run_1/placement.png
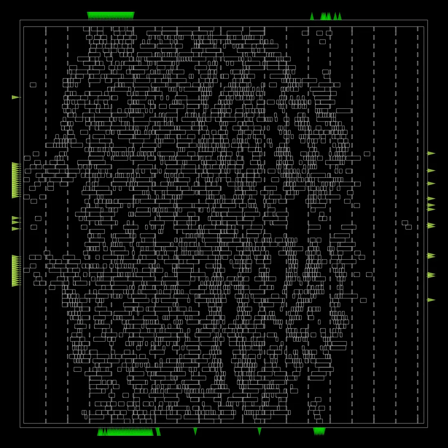
run_1/flops_by_reg.png
Scale: 1 px per um. Other sequential cells in the stronger gray, the rest of the logic in the fainter gray.
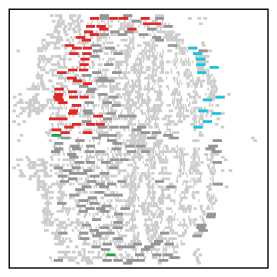
run_1/io_fan.png
Scale: 2 px per um.
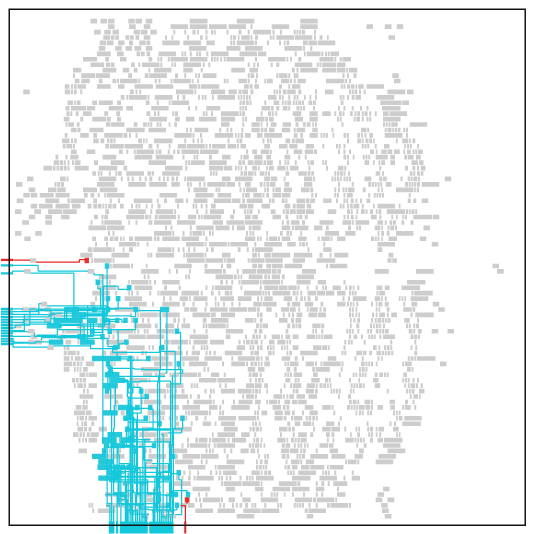
run_1/placement_by_type.png
Scale: 1 px per um.
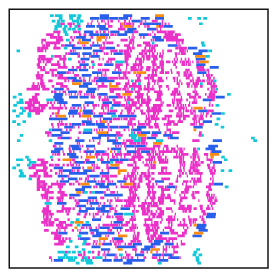
<file path="src/rtl/vid_timing_gen.sv">
// vid_timing_gen: runtime-reprogrammable raster timing generator.
// An active timing set drives the sx/sy counters. A shadow set holds one
// pending configuration, which is copied into the active set on the edge
// that wraps the raster from (htot-1, vtot-1) back to (0,0), so a mode
// switch never tears a frame. All outputs are registered and describe the
// same pixel in the same cycle.
module vid_timing_gen #(
  parameter int               CORDW    = 12,
  parameter logic [4*CORDW-1:0] DEF_HTIM = {12'd640, 12'd16, 12'd96, 12'd48},
  parameter logic [4*CORDW-1:0] DEF_VTIM = {12'd480, 12'd10, 12'd2, 12'd33},
  parameter logic [1:0]       DEF_POL  = 2'b00
) (
  input  logic               clk_pix,
  input  logic               rst_pix,
  input  logic               cfg_valid,
  output logic               cfg_ready,
  input  logic [4*CORDW-1:0] cfg_htim,
  input  logic [4*CORDW-1:0] cfg_vtim,
  input  logic [1:0]         cfg_pol,
  output logic               cfg_err,
  output logic [CORDW-1:0]   sx,
  output logic [CORDW-1:0]   sy,
  output logic               hsync,
  output logic               vsync,
  output logic               de,
  output logic               line_start,
  output logic               frame_start
);

  localparam int TW = 4 * CORDW;
  localparam int SW = CORDW + 2;

  // Field idx: 3 = active, 2 = front porch, 1 = sync, 0 = back porch,
  // zero-extended to the sum width so totals cannot overflow.
  function automatic logic [SW-1:0] fld_f(input logic [TW-1:0] t, input int idx);
    return {2'b00, t[idx*CORDW +: CORDW]};
  endfunction

  function automatic logic [SW-1:0] tot_f(input logic [TW-1:0] t);
    return fld_f(t, 3) + fld_f(t, 2) + fld_f(t, 1) + fld_f(t, 0);
  endfunction

  // A timing set is usable when no field is zero and the total fits the counter.
  function automatic logic ok_f(input logic [TW-1:0] t);
    logic [SW-1:0] max_tot;
    max_tot = {2'b01, {CORDW{1'b0}}};
    return (fld_f(t, 3) != {SW{1'b0}}) && (fld_f(t, 2) != {SW{1'b0}}) &&
           (fld_f(t, 1) != {SW{1'b0}}) && (fld_f(t, 0) != {SW{1'b0}}) &&
           (tot_f(t) <= max_tot);
  endfunction

  // True while pos lies inside [act+fp, act+fp+sync).
  function automatic logic sync_f(input logic [CORDW-1:0] pos, input logic [TW-1:0] t);
    logic [SW-1:0] s0;
    logic [SW-1:0] s1;
    logic [SW-1:0] p;
    s0 = fld_f(t, 3) + fld_f(t, 2);
    s1 = s0 + fld_f(t, 1);
    p  = {2'b00, pos};
    return (p >= s0) && (p < s1);
  endfunction

  localparam logic [SW-1:0]    ONE_S     = {{(SW-1){1'b0}}, 1'b1};
  localparam logic [CORDW-1:0] ZERO_C    = {CORDW{1'b0}};
  localparam logic [CORDW-1:0] ONE_C     = {{(CORDW-1){1'b0}}, 1'b1};
  localparam logic [SW-1:0]    DEF_HLAST = tot_f(DEF_HTIM) - ONE_S;
  localparam logic [SW-1:0]    DEF_VLAST = tot_f(DEF_VTIM) - ONE_S;
  localparam logic [CORDW-1:0] RST_SX    = DEF_HLAST[CORDW-1:0];
  localparam logic [CORDW-1:0] RST_SY    = DEF_VLAST[CORDW-1:0];

  logic [TW-1:0]    htim_q, htim_d, vtim_q, vtim_d;
  logic [1:0]       pol_q, pol_d;
  logic [TW-1:0]    sh_htim_q, sh_htim_d, sh_vtim_q, sh_vtim_d;
  logic [1:0]       sh_pol_q, sh_pol_d;
  logic             pending_q, pending_d;
  logic [CORDW-1:0] sx_q, sx_d, sy_q, sy_d;
  logic             de_q, de_d, hsync_q, hsync_d, vsync_q, vsync_d;
  logic             line_q, line_d, frame_q, frame_d, err_q, err_d;

  logic [SW-1:0]    htot_s, vtot_s;
  logic             h_last_s, v_last_s, wrap_s, cfg_ok_s;

  // Next-state: counters, frame-wrap swap, config capture/reject, next-pixel outputs.
  always_comb begin
    htot_s    = tot_f(htim_q);
    vtot_s    = tot_f(vtim_q);
    h_last_s  = ({2'b00, sx_q} == (htot_s - ONE_S));
    v_last_s  = ({2'b00, sy_q} == (vtot_s - ONE_S));
    wrap_s    = h_last_s && v_last_s;
    cfg_ok_s  = ok_f(cfg_htim) && ok_f(cfg_vtim);

    htim_d    = htim_q;
    vtim_d    = vtim_q;
    pol_d     = pol_q;
    sh_htim_d = sh_htim_q;
    sh_vtim_d = sh_vtim_q;
    sh_pol_d  = sh_pol_q;
    pending_d = pending_q;
    err_d     = 1'b0;

    if (h_last_s) begin
      sx_d = ZERO_C;
      if (v_last_s) begin
        sy_d = ZERO_C;
      end else begin
        sy_d = sy_q + ONE_C;
      end
    end else begin
      sx_d = sx_q + ONE_C;
      sy_d = sy_q;
    end

    // The pending set takes over exactly as the new frame begins.
    if (wrap_s && pending_q) begin
      htim_d    = sh_htim_q;
      vtim_d    = sh_vtim_q;
      pol_d     = sh_pol_q;
      pending_d = 1'b0;
    end else begin
      pending_d = pending_q;
    end

    // Offers are only looked at while nothing is pending; a capture here
    // never collides with the swap above because that needs pending set.
    if (cfg_valid && !pending_q) begin
      if (cfg_ok_s) begin
        sh_htim_d = cfg_htim;
        sh_vtim_d = cfg_vtim;
        sh_pol_d  = cfg_pol;
        pending_d = 1'b1;
      end else begin
        err_d = 1'b1;
      end
    end else begin
      err_d = 1'b0;
    end

    // Outputs for the pixel about to be shown use the timing it belongs to.
    de_d    = ({2'b00, sx_d} < fld_f(htim_d, 3)) && ({2'b00, sy_d} < fld_f(vtim_d, 3));
    hsync_d = sync_f(sx_d, htim_d) ? pol_d[1] : ~pol_d[1];
    vsync_d = sync_f(sy_d, vtim_d) ? pol_d[0] : ~pol_d[0];
    line_d  = (sx_d == ZERO_C);
    frame_d = (sx_d == ZERO_C) && (sy_d == ZERO_C);
  end

  // State and output registers; reset parks the raster on the last default pixel.
  always_ff @(posedge clk_pix or posedge rst_pix) begin
    if (rst_pix) begin
      htim_q    <= DEF_HTIM;
      vtim_q    <= DEF_VTIM;
      pol_q     <= DEF_POL;
      sh_htim_q <= DEF_HTIM;
      sh_vtim_q <= DEF_VTIM;
      sh_pol_q  <= DEF_POL;
      pending_q <= 1'b0;
      sx_q      <= RST_SX;
      sy_q      <= RST_SY;
      de_q      <= 1'b0;
      hsync_q   <= ~DEF_POL[1];
      vsync_q   <= ~DEF_POL[0];
      line_q    <= 1'b0;
      frame_q   <= 1'b0;
      err_q     <= 1'b0;
    end else begin
      htim_q    <= htim_d;
      vtim_q    <= vtim_d;
      pol_q     <= pol_d;
      sh_htim_q <= sh_htim_d;
      sh_vtim_q <= sh_vtim_d;
      sh_pol_q  <= sh_pol_d;
      pending_q <= pending_d;
      sx_q      <= sx_d;
      sy_q      <= sy_d;
      de_q      <= de_d;
      hsync_q   <= hsync_d;
      vsync_q   <= vsync_d;
      line_q    <= line_d;
      frame_q   <= frame_d;
      err_q     <= err_d;
    end
  end

  assign cfg_ready   = ~pending_q;
  assign cfg_err     = err_q;
  assign sx          = sx_q;
  assign sy          = sy_q;
  assign de          = de_q;
  assign hsync       = hsync_q;
  assign vsync       = vsync_q;
  assign line_start  = line_q;
  assign frame_start = frame_q;

endmodule

</file>
<file path="config.mk">
export PLATFORM = sky130hd
export DESIGN_NAME = vid_timing_gen
export DESIGN_NICKNAME = d
export VERILOG_FILES = /design/src/rtl/vid_timing_gen.sv
export SDC_FILE = /design/constraint.sdc
export NUM_CORES = 1
export LEC_CHECK = 0
export ABC_AREA = 1
export ABC_CLOCK_PERIOD_IN_PS = 8400
export CORE_MARGIN = 2
export CORE_UTILIZATION = 29
export CTS_CLUSTER_DIAMETER = 150
export DETAILED_ROUTE_END_ITERATION = 16
export HOLD_SLACK_MARGIN = 0.03
export PLACE_DENSITY_LB_ADDON = 0.25
export SETUP_SLACK_MARGIN = 0.1
export SLEW_MARGIN = 20
export SYNTH_ARGS = -nofsm -noshare
export SYNTH_HDL_FRONTEND = slang
export SYNTH_SLANG_ARGS = --single-unit
</file>
<file path="constraint.sdc">
create_clock -name clk_pix -period 8.4 [get_ports clk_pix]
set_input_delay 1.68 -clock clk_pix [delete_from_list [all_inputs] [get_ports clk_pix]]
set_output_delay 1.68 -clock clk_pix [all_outputs]
set_load 0.01 [all_outputs]
</file>
==> deck_impl_summary.md, run 1 <==
Key Metrics from the Run

Outcome
  – Status: finished, final reports clean

Yosys
  – Area leader, netlist: dfrtp_1
  – Mapped Cells: roughly 2.3k
  – Syn. warnings: 0
  – Simple-gate share of the synthesized area: a little over a quarter
  – Yosys cell types: around 57
  – Dominant cell area share: between 20% and 30%
  – Top FF cell, synth: dfrtp_1
  – FFs w/ async S/R, synth: 100.0%
  – Chip area in the Yosys report: 18590 um2
  – Number of enable flip-flop cells: 0
  – AO/OA Area Share: 6.757%
  – Syn nets: 2736
  – Sequential share of the synthesized area: a little under a third
  – Cell total in the yosys stat output: 2337
  – Post-Syn Area: 18590 um2
  – Synthesized registers: 227
  – Syn Area/Cell: about 8.0 um2
  – Yosys adder share: between 20% and 30%
  – Main logic family: simple AND/OR/NAND/NOR gates
  – Synth mux share: 0%
  – Xor/xnor share: 3.675%
  – Biggest area cells: dfrtp_1 (25%), ha_1 (13%), nand2_1 (12%)

Final layout
  – Final Cell Area: 22040 um2
  – Commonest Layout Cell: nand2_1
  – Non-CTS inverters: 344
  – Flip-flops: 227
  – Layout cells sized above 1: 7.287%
  – Largest area class, layout: multi-input combinational cells
  – Number of diodes: 1
  – Combinational Area: 11390 um2
  – Layout fillers: 6564
  – Multi-input gates: roughly 1.7k
  – Clock network share of area: 3.968%
  – Logic share of the area: 51.67%
  – Layout non-clock buf frac: 7.573%
  – Synth-to-Final Area Change: 18.56%
  – # nets final: 2863
  – Clk_buf instances: 36
  – Final std cells w/o fill: around 3.3k
  – Repair and plain buffers: 163
  – Top cells excl fill/tap: nand2_1 (607), inv_1 (341), ha_1 (198)
  – Reg area: roughly 5700 um2

Setup path
  – Crit. End Element: flop
  – CP startpoint kind: flop
  – Crit path DRT: slightly below 9 ns
  – CP max stage delay: 0.51 ns
  – Most common cell on crit path: nand2_1
  – Crit Path Class: reg2reg
  – Crit Path Max Fanout: 12
  – Worst path bufs/invs: 8
  – Crit-path slowest cell: dfstp_2
  – FF-to-FF setup slack: approximately 0.68 ns
  – Crit path arrival time: 8.20 ns
  – Largest delay contributor family on the critical path: adder cells

Power and ir drop
  – Sw frac: between 30% and 40%
  – Int Power: 2.039 mW
  – Pleak: 11.42 nW
  – Clock power share: 39.1%
  – Logic pwr share: 22.2%
  – Worst VDD drop: 179.1 uV
  – Total power: 3.010 mW
  – Power per cell area: approximately 140 nW/um2
  – Switching power: 0.9702 mW
  – Flop pwr share: 38.6%

GRT
  – Gr ovfl total: 0
  – Met2 usage: approximately 27%
  – Initial antenna violation count: 1
  – Met1 global-route usage: 24.94%
  – All-layer global routing usage: about 17%
  – First-pass GRT wire length: 89.71 mm
  – Met3 Use GR: 1.349%
  – GRT busiest layer: met2
  – Largest net degree at the start of global routing: 128
  – Vias in the first global route: 16.03k

STA
  – Maximum clock rate: 129.6 MHz
  – Fin crit share: 91.87%
  – Post-route minimum period: slightly below 8 ns
  – Final-report hold violation count: 0
  – Final worst slack: about 0.68 ns
  – Final setup violation count: 0
  – Slew @ Worst Pin: 1.085 ns
  – Fin. max-slew vios: 0
  – Hold slack: 0.4640 ns
  – RSZ-0062 raised after global routing: false
  – Setup Total Neg Slack: 0 ns
  – Clk_skew: 0.01015 ns
  – Rel. slew slack: between 20 and 30%

Placed design
  – Number of buffers added on ports: 131
  – Placed standard-cell area: around 21000 um2
  – Post-DP HPWL: between 40 and 50 mm
  – Final Wtd Congestion: between 0.9 and 1
  – Pre-CTS WS: 0.3930 ns
  – Dpl cells: 3268

Clock tree
  – H-Tree Depth: 1
  – CTS tree: yes
  – Hold_buf cts: 0
  – CTS buffer count: 27
  – CTS root buf: clkbuf_16
  – Worst-path clk slew: ~0.060 ns
  – Clk buf depth: 3
  – Latency at later pin: about 0.56 ns
  – Clock sink count: around 230

Die
  – Core area: ~63000 um2
  – Die W: about 260 um
  – Pre-placement core utilization: between 20% and 30%
  – # rows: 92
  – # IOs: 132
  – Die area: between 60000 and 70000 um2
  – Die Y: 257.2 um

Hold path
  – Worst Hold Class: reg2reg

Route
  – Metal3 WL: 1.867 mm
  – DRT iter0 DRCs: 1052
  – Remaining DRCs: 0
  – Final WL: 57.11 mm
  – Post-route ant nets: 0
  – Via density: around 4.8
  – Routed len/inst: 17.14 um
  – Drt first pass iters: 7
  – DR WL met2: between 20 and 30 mm
  – Wl on met1: 28.28 mm
  – Vias: 15.86k
  – Highest Signal Layer: met4

Job
  – Stage-log warning count: 34
  – Max-Cap Viols: 0
About placement.png:
fin util: 34.88%
Seq area share: 26.02%
n_taps: 846

About flops_by_reg.png:
legend:
  red:
    name_in_the_netlist: `sh_vtim_q`
    placed_flops: 48
  cyan:
    name_in_the_netlist: `sy`
    placed_flops: 12
  green:
    name_in_the_netlist: `sh_pol_q`
    placed_flops: 2

About io_fan.png:
legend:
  cyan:
    port: `cfg_htim`
    direction: input
    end_cells: 84
    buffers: 48
    wire: 3820 um
  red:
    port: `cfg_pol`
    direction: input
    end_cells: 2
    buffers: 2
    wire: 50.6 um

About placement_by_type.png:
legend:
  blue:
    class: sequential cells
    cells: 227
    share_of_their_area: 27%
  orange:
    class: clock drivers and dummy loads
    cells: 49
    share_of_their_area: 4.2%
  cyan:
    class: remaining buffers and delay cells
    cells: 163
    share_of_their_area: 8.0%
  magenta:
    class: combinational and other logic
    cells: 2045
    share_of_their_area: 61%

-- run 1: worst paths after layout --
check                      depth (start not counted)                        to                     start
setup reg to reg                                  52           vsync$_DFF_PP1_      vtim_q[13]$_DFF_PP1_
min in group asynchronous                          2         cfg_err$_DFF_PP0_                   rst_pix
max in group asynchronous                          3    vtim_q[10]$_DFFE_PP0N_                   rst_pix
setup / recovery                                  52           vsync$_DFF_PP1_      vtim_q[13]$_DFF_PP1_
hold / removal                                     2  sh_htim_q[5]$_DFFE_PP1P_  sh_htim_q[5]$_DFFE_PP1P_
hold reg to reg                                    2  sh_htim_q[5]$_DFFE_PP1P_  sh_htim_q[5]$_DFFE_PP1P_
-- run 1: power by group through the flow --
stage	clock, mW	combinational (mW)	sequential [mW]
after floorplan	0	0.458	1.17
after global placement	0	0.657	1.18
after detailed placement	0	0.672	1.18
final	1.18	0.669	1.16
after CTS	1.21	0.675	1.16
after global routing	1.25	0.751	1.17
-- run 1: cells in the mapped netlist (6+ instances only) --
| master | n |
|---|---|
| a21oi_1 | 141 |
| o21ai_1 | 7 |
| nand4_1 | 126 |
| clkbuf_1 | 38 |
| nand3_1 | 86 |
| xor2_1 | 49 |
| nand2_1 | 608 |
| nand3b_1 | 11 |
| inv_1 | 342 |
| nor2_1 | 183 |
| nor3_1 | 15 |
| dfstp_2 | 44 |
| fa_1 | 98 |
| ha_1 | 200 |
| xnor2_1 | 29 |
| o21bai_1 | 9 |
| nand3_2 | 6 |
| dfrtp_1 | 183 |
| nand2_2 | 7 |
| nor4_1 | 26 |
| o21ai_0 | 35 |
| buf_2 | 19 |
-- run 1: what timing repair did --
action,4_1_cts,5_1_grt
buffers inserted,0,11
endpoints found under the hold margin,0,0
setup endpoints to repair,0,2
resized,0,37
==> run 2: changes to the inputs <==
- MAX_ROUTING_LAYER: not set -> met4
run_2/placement.png
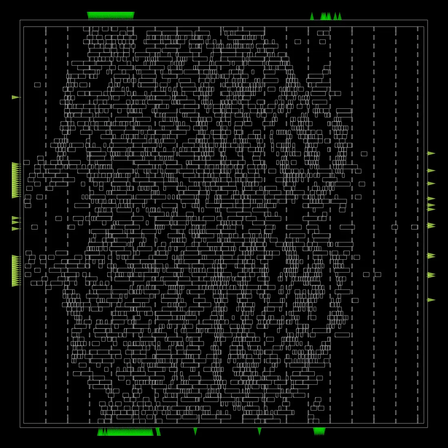
Seq area share: 26.08%
flip-flops: 227
# rows: 92
core area: 63200 um2
fin util: 34.80%

==> run 2 against run 1 <==
  * Cell count down 0.15%
  * Worst hold slack worse by 0.0019 ns
  * Power down 0.20%
  * Critical path depth up 2
  * Design area down 0.22%
  * First-iteration DRC count up 2.1%
  * Flip-flop count unchanged
  * Critical endpoint unchanged
==> deck_impl_summary.md, run 2 <==
Key Metrics from the Run

Outcome
  – Status: finished, final reports clean

Route
  – Wl on met1: 28.03 mm
  – DR WL met2: 25.23 mm
  – Routed len/inst: 17.07 um
  – Via density: 4.763
  – Drt first pass iters: 5
  – DRT iter0 DRCs: approximately 1.1k
  – Remaining DRCs: 0
  – Final WL: 56.77 mm
  – Post-route ant nets: 0
  – Vias: around 16k

Clock tree
  – Hold_buf cts: 0
  – Latency at later pin: 0.55 ns
  – Clock sink count: about 230
  – H-Tree Depth: 1
  – CTS root buf: clkbuf_16
  – Worst-path clk slew: 0.06 ns
  – Clk buf depth: 3
  – CTS tree: yes
  – CTS buffer count: 26

GRT
  – Initial antenna violation count: 1
  – Met3 Use GR: approximately 1.3%
  – First-pass GRT wire length: between 90 and 100 mm
  – Met1 global-route usage: 25.16%
  – Gr ovfl total: 0
  – Vias in the first global route: 15.97k
  – Met2 usage: 26.77%
  – All-layer global routing usage: 17.61%
  – GRT busiest layer: met2
  – Largest net degree at the start of global routing: 138

Yosys
  – Cell total in the yosys stat output: 2337
  – Post-Syn Area: 18590 um2
  – Post-synth top cells: nand2_1 (608), inv_1 (342), ha_1 (200), dfrtp_1 (183), nor2_1 (183)
  – Number of enable flip-flop cells: 0
  – Sequential share of the synthesized area: between 30 and 40%
  – Syn Area/Cell: 7.955 um2
  – Top FF cell, synth: dfrtp_1
  – Syn. warnings: 0
  – Mapped Cells: 2337
  – Most common cell in the netlist: nand2_1
  – FFs w/ async S/R, synth: 100.0%
  – Yosys cell types: 57
  – Synthesized registers: 227
  – Dominant cell area share: 24.63%

Power and ir drop
  – Clk. pwr: 1.18 mW
  – Total power: between 3 and 4 mW
  – Worst VDD drop: 174.4 uV
  – Flop pwr share: 38.7%
  – Sw frac: 31.11%
  – Switching power: 0.9345 mW
  – Power per cell area: 136.6 nW/um2
  – Pleak: approximately 11 nW
  – Logic pwr share: about 22%
  – Logic power comb: 0.665 mW
  – Int Power: 2.069 mW
  – Clock power share: 39.2%

Final layout
  – Layout cells sized above 1: 6.979%
  – Synth-to-Final Area Change: 18.31%
  – # nets final: between 2k and 3k
  – Commonest Layout Cell: nand2_1
  – Top cells excl fill/tap: nand2_1 (608), inv_1 (341), ha_1 (197)
  – Final std cells w/o fill: between 3k and 4k

STA
  – Slew @ Worst Pin: 1.078 ns
  – Final-report hold violation count: 0
  – Hold slack: 0.4621 ns
  – Final worst slack: ~0.62 ns
  – Maximum clock rate: 128.5 MHz
  – Final setup violation count: 0
  – RSZ-0062 raised after global routing: true
  – Fin. max-slew vios: 0
  – Setup Total Neg Slack: 0 ns
  – Clk_skew: ~0.0094 ns
  – Fin crit share: 92.65%
  – Post-route minimum period: between 7 and 8 ns

Die
  – Die area: 66150 um2
  – Die Y: 257.2 um
  – # IOs: 132
  – Die W: 257.2 um
  – Pre-placement core utilization: 29.42%

Hold path
  – Worst Hold Class: reg2reg

Job
  – Stage-log warning count: 33

Placed design
  – Post-DP HPWL: 45.57 mm
  – Dpl cells: 3268
  – Number of buffers added on ports: 131
  – Pre-CTS WS: 0.4105 ns

Setup path
  – CP startpoint kind: flop
  – Crit Path Class: reg2reg
  – Crit-path slowest cell: fa_1
  – Most common cell on crit path: nand2_1
  – Crit path DRT: 8.88 ns
  – Crit. End Element: flop
  – Crit Path Max Fanout: 12
  – Largest delay contributor family on the critical path: adder cells
  – CP max stage delay: around 0.53 ns
  – Crit path arrival time: 8.26 ns
run 2: stage by stage:
stage / utilization (%) / cell area [um2]
5_1_grt: 34.80 / 21990
3_5_place_dp: 33.08 / 20910
2_1_floorplan: - / 18590
3_3_place_gp: 33.08 / 20910
4_1_cts: 34.45 / 21770
6_report: 34.80 / 21990
run 2: path summary, 6_finish.rpt:
check                      slack (ns)                     start                        to  depth (start not counted)
max in group asynchronous        5.53                   rst_pix      vtim_q[22]$_DFF_PP0_                          3
hold reg to reg                  0.46  sh_vtim_q[5]$_DFFE_PP1P_  sh_vtim_q[5]$_DFFE_PP1P_                          2
setup / recovery                 0.62     htim_q[1]$_DFFE_PP0N_           vsync$_DFF_PP1_                         54
hold / removal                   0.46  sh_vtim_q[5]$_DFFE_PP1P_  sh_vtim_q[5]$_DFFE_PP1P_                          2
min in group asynchronous        1.64                   rst_pix         cfg_err$_DFF_PP0_                          2
setup reg to reg                 0.62     htim_q[1]$_DFFE_PP0N_           vsync$_DFF_PP1_                         54
run 2: logic make-up after synthesis:
family	synth area share (%)
adder cells (fa/ha/maj)	24.01
buffers and inverters	8.527
AND/OR/NAND/NOR	26.17
AND-OR/OR-AND	6.757
flip-flops	30.85
XOR/XNOR	3.675
run 2: cell type report:
cell class | instances | area (um2)
Fill cell | 6654 | 41200
Tap cell | 846 | 1059
Sequential cell | 227 | 5736
Antenna cell | 1 | 2.502
Inverter | 344 | 1304
Clock buffer | 37 | 733.2
Timing Repair inverter | 1 | 5.005
Timing Repair Buffer | 159 | 1613
Multi-Input combinational cell | 1701 | 11410
Clock inverter | 10 | 133.9
run 2: repair_timing:
action | 4_1_cts | 5_1_grt
gates resized | 0 | 31
setup buffers | 0 | 8
endpoints found under the setup margin | 0 | 2
==> run 3: changes to the inputs <==
- CTS_CLUSTER_SIZE: not set -> 20
- MAX_ROUTING_LAYER: met4 -> not set
run_3/clk_routes.png
Scale: 1 px per um.
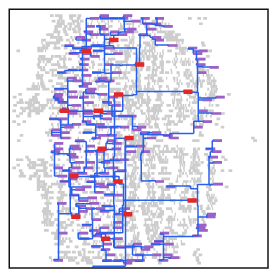
legend:
  purple:
    item: flip-flops
    count: 227
  red:
    item: clock drivers
    count: 15
  blue:
    item: clock wires
    length: 3360 um
routed clock nets: 16

==> run 3 against run 2 <==
  * Flip-flop count is the same
  * Via count shrank 0.43%
  * First-iteration DRC count up 4.0%
  * Critical endpoint unchanged
==> deck_impl_summary.md, run 3 <==
Key Metrics from the Run

Outcome
  – Status: finished, final reports clean

Yosys
  – Post-synth top cells: nand2_1 (608), inv_1 (342), ha_1 (200), dfrtp_1 (183), nor2_1 (183)
  – Post-Syn Area: 18590 um2
  – Biggest area cells: dfrtp_1 (25%), ha_1 (13%), nand2_1 (12%)
  – Dominant cell area share: 24.63%
  – Syn. warnings: 0
  – Area leader, netlist: dfrtp_1
  – Mapped Cells: ~2.3k
  – Syn nets: 2736
  – Most common cell in the netlist: nand2_1
  – Top FF cell, synth: dfrtp_1
  – Syn Area/Cell: 7.955 um2
  – Cell total in the yosys stat output: 2337
  – Yosys cell types: 57
  – Chip area in the Yosys report: between 15000 and 20000 um2
  – Sequential share of the synthesized area: 30.85%
  – Number of enable flip-flop cells: 0
  – FFs w/ async S/R, synth: 100.0%
  – Synthesized registers: 227

Route
  – Vias: 15.78k
  – Drt first pass iters: 5
  – Via density: 4.769
  – DRT iter0 DRCs: 1117
  – Final WL: 56.80 mm
  – Remaining DRCs: 0
  – Post-route ant nets: 0
  – Routed len/inst: 17.17 um

Clock tree
  – Latency at later pin: a little over 0.5 ns
  – CTS tree: yes
  – H-Tree Depth: 1
  – CTS root buf: clkbuf_16
  – Clk buf depth: 3
  – CTS buffer count: 15
  – Clock sink count: 227
  – Worst-path clk slew: around 0.10 ns

Hold path
  – Worst Hold Class: reg2reg
  – Worst Hold Launch: sh_htim_q[18]$_DFFE_PP1P_
  – Hold depth: 2
  – Hold Path Sink: sh_htim_q[18]$_DFFE_PP1P_

GRT
  – Largest net degree at the start of global routing: around 130
  – Vias in the first global route: 15.86k
  – Initial antenna violation count: 1
  – Gr ovfl total: 0
  – First-pass GRT wire length: 89.17 mm
  – All-layer global routing usage: between 15 and 20%

Setup path
  – Crit. End Element: flop
  – Worst r2r src: vtim_q[13]$_DFF_PP1_
  – Crit path arrival time: 8.16 ns
  – Worst path bufs/invs: 8
  – Crit Path Class: reg2reg
  – Largest delay contributor family on the critical path: adder cells
  – Crit Path Max Fanout: 12
  – Reg-to-Reg End: vsync$_DFF_PP1_
  – WP depth: 52
  – Crit-path slowest cell: dfstp_2
  – CP max stage delay: 0.53 ns
  – Worst R2R Path Depth: 52
  – FF-to-FF setup slack: slightly below 0.7 ns
  – Crit path capture: vsync$_DFF_PP1_
  – Crit path DRT: 8.85 ns
  – Most common cell on crit path: nand2_1
  – CP startpoint kind: flop
  – Worst Setup SP: vtim_q[13]$_DFF_PP1_

STA
  – Fin. max-slew vios: 0
  – Final-report hold violation count: 0
  – Final setup violation count: 0
  – Hold slack: 0.4660 ns
  – Post-route minimum period: 7.714 ns
  – Rel. slew slack: about 28%
  – RSZ-0062 raised after global routing: false
  – Slew @ Worst Pin: 1.077 ns
  – Clk_skew: 0.03212 ns
  – Setup Total Neg Slack: 0 ns
  – Final worst slack: 0.6858 ns
  – Fin crit share: 91.84%
  – Maximum clock rate: about 130 MHz

Job
  – Max-Cap Viols: 0
  – Stage-log warning count: 34

Final layout
  – Synth-to-Final Area Change: 16.19%
  – Layout cells sized above 1: 6.217%
  – Final Cell Area: 21600 um2
  – Final std cells w/o fill: around 3.3k
  – Top cells excl fill/tap: nand2_1 (607), inv_1 (341), ha_1 (198)
  – Commonest Layout Cell: nand2_1
  – # nets final: between 2k and 3k
  – Fin util: 34.18%

Power and ir drop
  – Flop pwr share: about 45%
  – Sw frac: 33.81%
  – Switching power: 0.8740 mW
  – Total power: between 2 and 3 mW
  – Worst VDD drop: approximately 180 uV
  – Pleak: 11.21 nW
  – Logic pwr share: 25.9%
  – Power per cell area: 119.7 nW/um2
  – Int Power: 1.711 mW
  – Clock power share: between 20 and 30%

Die
  – Pre-placement core utilization: 29.42%
  – Die W: between 200 and 300 um
  – Die Y: approximately 260 um
  – Core area: between 60000 and 70000 um2
  – Die area: 66150 um2
  – # rows: 92
  – # IOs: 132

Placed design
  – Final Wtd Congestion: ~0.9
  – Pre-CTS WS: 0.3930 ns
  – Placed standard-cell area: 20910 um2
  – Number of buffers added on ports: 131
  – Dpl cells: 3268
run 3: metal layers:
| layer | global-route usage [%] | part of all wire, % | up-vias |
|---|---|---|---|
| li1 | - | - | 7813 |
| met1 | 25.16 | 50 | 7617 |
| met2 | 26.91 | 45 | 296 |
| met3 | 0.9555 | 2.9 | 49 |
| met4 | 4.264 | 2.2 | 0 |
| met5 | 0 | 0 | - |
run 3: worst register-to-register path: cells and delay by family, from the launching register on:
kind | cells | cell delay, ns
fa+ha+maj | 9 | 2.94
simple gates | 27 | 2.56
compound gates | 7 | 0.86
buf+inv | 8 | 0.56
flops | 1 | 0.53
xor+xnor | 1 | 0.18
run 3: cells by family after synthesis:
family / synth area share (%)
xor gates and xnor gates: 3.675
AOI/OAI and AO/OA: 6.757
DFF: 30.85
adders and majority gates: 24.01
and+or+nand+nor: 26.17
buffers and inverters: 8.527
run 3: final cells by class:
| type | count | area (um2) |
|---|---|---|
| Fill cell | 6625 | 41600 |
| Multi-Input combinational cell | 1701 | 11390 |
| Sequential cell | 227 | 5736 |
| Timing Repair Buffer | 164 | 1677 |
| Inverter | 344 | 1311 |
| Tap cell | 846 | 1059 |
| Clock buffer | 24 | 409.1 |
| Clock inverter | 1 | 16.27 |
| Antenna cell | 1 | 2.502 |
run 3: power groups by stage:
stage                     Combinational, mW  Sequential, mW  Clock, mW
after detailed placement              0.672            1.18          0
after floorplan                       0.458            1.17          0
after global placement                0.657            1.18          0
final                                 0.668            1.16      0.755
after CTS                             0.676            1.16      0.778
after global routing                  0.751            1.17      0.817
run 3: timing repair:
action,4_1_cts,5_1_grt
setup buffers,0,12
resized,0,37
hold buffers,0,0
endpoints found under the setup margin,0,2
Power figures rest on the tool's default switching activity, not on a simulated workload.
